==> src/rtl/sqrt16_round_unit_if.sv <==
// sqrt16_round_unit_if
//   Launch/complete handshake bundle for the square-root coprocessor.
//   Signals:
//     Start     - launch request, rising edge acted on (master -> slave)
//     OperandHi - operand bits [15:8]                  (master -> slave)
//     OperandLo - operand bits [7:0]                   (master -> slave)
//     Result    - rounded square root, valid while Ack (slave -> master)
//     Ack       - done flag, held until next launch    (slave -> master)
//     Busy      - computation in progress              (slave -> master)
interface sqrt16_round_unit_if #(
  parameter int RES_W = 8
);
  logic             Start;
  logic [RES_W-1:0] OperandHi;
  logic [RES_W-1:0] OperandLo;
  logic [RES_W-1:0] Result;
  logic             Ack;
  logic             Busy;

  modport master (
    output Start, OperandHi, OperandLo,
    input  Result, Ack, Busy
  );

  modport slave (
    input  Start, OperandHi, OperandLo,
    output Result, Ack, Busy
  );
endinterface

==> src/rtl/sqrt16_round_unit.sv <==
// sqrt16_round_unit
//   Sequential integer square-root coprocessor. Latches a 16-bit operand on a
//   Start rising edge, computes one root bit per clock with restoring
//   digit-by-digit square root (8 CALC cycles), then spends one ROUND cycle
//   producing the round-half-up result saturated at 8'hFF. Fixed latency of
//   9 cycles from launch edge to Ack.
//   Ports:
//     Clk   - rising-edge clock
//     Reset - synchronous active-high reset
//     bus   - sqrt16_round_unit_if.slave (Start, OperandHi/Lo, Result, Ack, Busy)
//   Build option:
//     SQRT_FLOOR_EN - when defined, Result is the truncated root (no rounding);
//                     latency and handshake unchanged.
module sqrt16_round_unit #(
  parameter int OP_W = 16
) (
  input logic                Clk,
  input logic                Reset,
  sqrt16_round_unit_if.slave bus
);

  localparam int RES_W = OP_W / 2;
  localparam int REM_W = RES_W + 2;
  localparam int IT_W  = $clog2(RES_W);

  localparam logic [1:0] S_IDLE  = 2'd0;
  localparam logic [1:0] S_CALC  = 2'd1;
  localparam logic [1:0] S_ROUND = 2'd2;
  localparam logic [1:0] S_DONE  = 2'd3;

  localparam logic [IT_W-1:0]  ITER_MAX = IT_W'(RES_W - 1);
  localparam logic [IT_W-1:0]  ITER_ONE = IT_W'(1);
  localparam logic [RES_W-1:0] ROOT_ONE = RES_W'(1);

  logic [1:0]       state_q,  state_d;
  logic             start_q,  start_d;
  logic [OP_W-1:0]  x_q,      x_d;
  logic [REM_W-1:0] rem_q,    rem_d;
  logic [RES_W-1:0] root_q,   root_d;
  logic [IT_W-1:0]  iter_q,   iter_d;
  logic [RES_W-1:0] result_q, result_d;
  logic             ack_q,    ack_d;

  logic             launch;
  logic [REM_W-1:0] rem_sh;
  logic [REM_W-1:0] trial;

  // Launch only on a Start rising edge while not computing.
  assign launch = bus.Start && !start_q &&
                  ((state_q == S_IDLE) || (state_q == S_DONE));

  // rem before the shift never exceeds 2*root with root < 2^(RES_W-1) during
  // CALC, so dropping its top two bits on the shift loses nothing.
  assign rem_sh = {rem_q[RES_W-1:0], x_q[OP_W-1 -: 2]};
  assign trial  = {root_q, 2'b01};

  always_comb begin
    state_d  = state_q;
    start_d  = bus.Start;
    x_d      = x_q;
    rem_d    = rem_q;
    root_d   = root_q;
    iter_d   = iter_q;
    result_d = result_q;
    ack_d    = ack_q;

    unique case (state_q)
      S_IDLE, S_DONE: begin
        if (launch) begin
          x_d     = {bus.OperandHi, bus.OperandLo};
          rem_d   = '0;
          root_d  = '0;
          iter_d  = ITER_MAX;
          ack_d   = 1'b0;
          state_d = S_CALC;
        end
      end
      S_CALC: begin
        x_d = {x_q[OP_W-3:0], 2'b00};
        if (rem_sh >= trial) begin
          rem_d  = rem_sh - trial;
          root_d = {root_q[RES_W-2:0], 1'b1};
        end else begin
          rem_d  = rem_sh;
          root_d = {root_q[RES_W-2:0], 1'b0};
        end
        if (iter_q == '0) begin
          state_d = S_ROUND;
        end else begin
          iter_d = iter_q - ITER_ONE;
        end
      end
      S_ROUND: begin
`ifdef SQRT_FLOOR_EN
        result_d = root_q;
`else
        // Remainder above the root means x >= (f+0.5)^2, i.e. round up.
        if ((rem_q > {2'b00, root_q}) && (root_q != '1)) begin
          result_d = root_q + ROOT_ONE;
        end else begin
          result_d = root_q;
        end
`endif
        ack_d   = 1'b1;
        state_d = S_DONE;
      end
      default: state_d = S_IDLE;
    endcase
  end

  always_ff @(posedge Clk) begin
    if (Reset) begin
      state_q  <= S_IDLE;
      start_q  <= 1'b0;
      x_q      <= '0;
      rem_q    <= '0;
      root_q   <= '0;
      iter_q   <= '0;
      result_q <= '0;
      ack_q    <= 1'b0;
    end else begin
      state_q  <= state_d;
      start_q  <= start_d;
      x_q      <= x_d;
      rem_q    <= rem_d;
      root_q   <= root_d;
      iter_q   <= iter_d;
      result_q <= result_d;
      ack_q    <= ack_d;
    end
  end

  assign bus.Result = result_q;
  assign bus.Ack    = ack_q;
  assign bus.Busy   = (state_q == S_CALC) || (state_q == S_ROUND);

endmodule

==> src/flat_wrapper.sv <==
// flat-port wrapper written by rule: the top's interface ports become plain ports
module sqrt16_round_unit_flat 
#(
  parameter int OP_W = 16
)
  (Clk, Reset, bus_Start, bus_OperandHi, bus_OperandLo, bus_Result, bus_Ack, bus_Busy);
  sqrt16_round_unit_if #(.RES_W(8)) bus_i ();
  input logic Clk;
  input logic Reset;
  input wire logic [$bits(bus_i.Start)-1:0] bus_Start;
  input wire logic [$bits(bus_i.OperandHi)-1:0] bus_OperandHi;
  input wire logic [$bits(bus_i.OperandLo)-1:0] bus_OperandLo;
  output wire logic [$bits(bus_i.Result)-1:0] bus_Result;
  output wire logic [$bits(bus_i.Ack)-1:0] bus_Ack;
  output wire logic [$bits(bus_i.Busy)-1:0] bus_Busy;
  assign bus_i.Start = bus_Start;
  assign bus_i.OperandHi = bus_OperandHi;
  assign bus_i.OperandLo = bus_OperandLo;
  assign bus_Result = bus_i.Result;
  assign bus_Ack = bus_i.Ack;
  assign bus_Busy = bus_i.Busy;
  sqrt16_round_unit #(.OP_W(OP_W)) u_core (.Clk(Clk), .Reset(Reset), .bus(bus_i));
endmodule
==> config.mk <==
export PLATFORM = sky130hd
export DESIGN_NAME = sqrt16_round_unit_flat
export DESIGN_NICKNAME = d
export VERILOG_FILES = /design/src/rtl/sqrt16_round_unit_if.sv /design/src/rtl/sqrt16_round_unit.sv /design/src/flat_wrapper.sv
export SDC_FILE = /design/constraint.sdc
export NUM_CORES = 1
export LEC_CHECK = 0
export CORE_MARGIN = 3
export CORE_UTILIZATION = 40
export DETAILED_ROUTE_END_ITERATION = 8
export HOLD_SLACK_MARGIN = 0.1
export SLEW_MARGIN = 20
export SYNTH_ARGS = -nofsm -noshare
export SYNTH_HDL_FRONTEND = slang
export SYNTH_SLANG_ARGS = --single-unit
==> constraint.sdc <==
create_clock -name Clk -period 4.3 [get_ports Clk]
set_clock_uncertainty 0.15 [all_clocks]
set_input_delay 0.86 -clock Clk [delete_from_list [all_inputs] [get_ports Clk]]
set_output_delay 0.86 -clock Clk [all_outputs]
set_load 0.01 [all_outputs]
==> images/ff_map.png <==
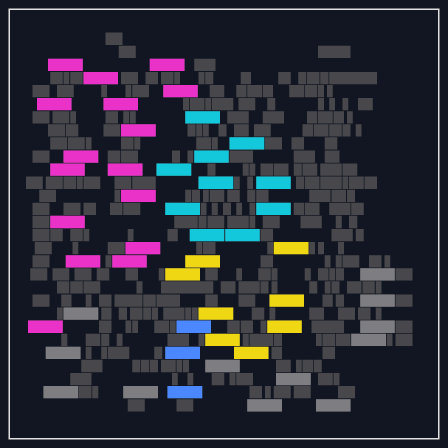
legend:
  magenta:
    netlist_name: u_core.x_q
    placed_flops: 16
  cyan:
    netlist_name: u_core.rem_q
    placed_flops: 10
    where: middle
  blue:
    netlist_name: u_core.iter_q
    placed_flops: 3
  yellow:
    netlist_name: u_core.root_q
    placed_flops: 8

==> flow_summary.yaml <==
# synthesis and place-and-route metrics
drt:
  postRouteAntennaNets: 0
  drcViolationCount: 0
  routed_via_density: 5.41
  avgRoutedWirePerCell_um: 13.6
worst_setup_path:
  timing.rr.end: "u_core.rem_q[3]$_SDFFE_PP0P_"
  critPathArrivalTime_ns: 1.78
  end_kind: "primary output"
  crit_path_start: "u_core.state_q[0]$_SDFFE_PP0P_"
  reg2reg_depth: 8
  r2r_slack_ns: 1.54
  criticalPathCategory: "reg2out"
  cp_slowest_cell: "clkdlybuf4s50_1"
  cp_top_family: "buffers and inverters"
  path_cells: "inv_1 -> ha_1 -> inv_1 -> clkdlybuf4s50_1"
place:
  dpl.cell_count: 405
final_timing:
  finalClockPeriodUsage: 0.649
  rsz0062_at_grt: "no"
  worst_slew_pin_slew_ns: 0.775
yosys:
  top_cell_area_share: 0.357
  common_cells: "49 x dfxtp_1, 46 x nor2_1, 22 x mux2i_1"
  edf_count: 0
  synthMuxAreaShare: 0.0800
  ys_cells: 314
  netlist_logic_family_top: "AND-OR/OR-AND gates"
  ys_warn_count: 0
status:
  status: "complete, no violations"
cells_and_area:
  clkCellAreaFrac: 0.0352
  clkbuf_count: 6
  num-nonclk-buffers: 31
  ff_latch_area_sq_um: 981
  syn_to_final_growth_pct: 14.9
  fin_nets: 371
  comb_area_sq_um: 1600
  buf_share: 0.0958
clock_network:
  root_buffer: "clkbuf_8"
  clock-sinks: 49
  numCtsBuffers: 5
  hold_buffers: 0
grt:
  grt_use_total: 0.152
  grt_use_met2: 0.247
  grt_pass1_wl_um: 9580
worst_hold_path:
  hold_class: "reg2reg"
  min_path_cells: 2
  worstHoldStart: "u_core.rem_q[0]$_SDFFE_PP0P_"
floorplan:
  ios: 29
run:
  warning_count: 30
==> images/route_heat.png <==
The die is cut into 18 by 18 equal tiles; dark blue is low, red is high, scaled to the fullest tile. Values are wire area over tile area, all layers added.
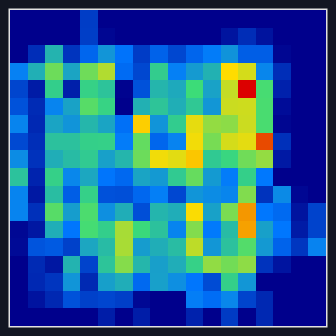
tiles over half the peak: 15%
mean over tiles: 0.11
densest ninth of the die: middle
fullest tile: 0.44
emptiest ninth of the die: bottom left

worst min-delay path, delay by kind of cell (launching register included):
kind            cells  cell delay (ns)
compound gates      1             0.06
simple gates        1             0.05
flops               1             0.33
flip-flops by register name, indices dropped and copies added (netlist names):
name and cells:
u_core.bus.Ack 1, u_core.x_q 16, u_core.start_q 1, u_core.bus.Result 8, u_core.root_q 8, u_core.rem_q 10, u_core.iter_q 3, u_core.state_q 2
through the flow:
step           utilization  setup WS [ns]  instance area, sq um
5_1_grt              0.487           1.30                  3160
4_1_cts              0.486           1.45                  3150
3_3_place_gp         0.469           1.31                  3040
2_1_floorplan            -           1.96                  2750
6_report             0.487           1.51                  3160
3_5_place_dp         0.469           1.28                  3040
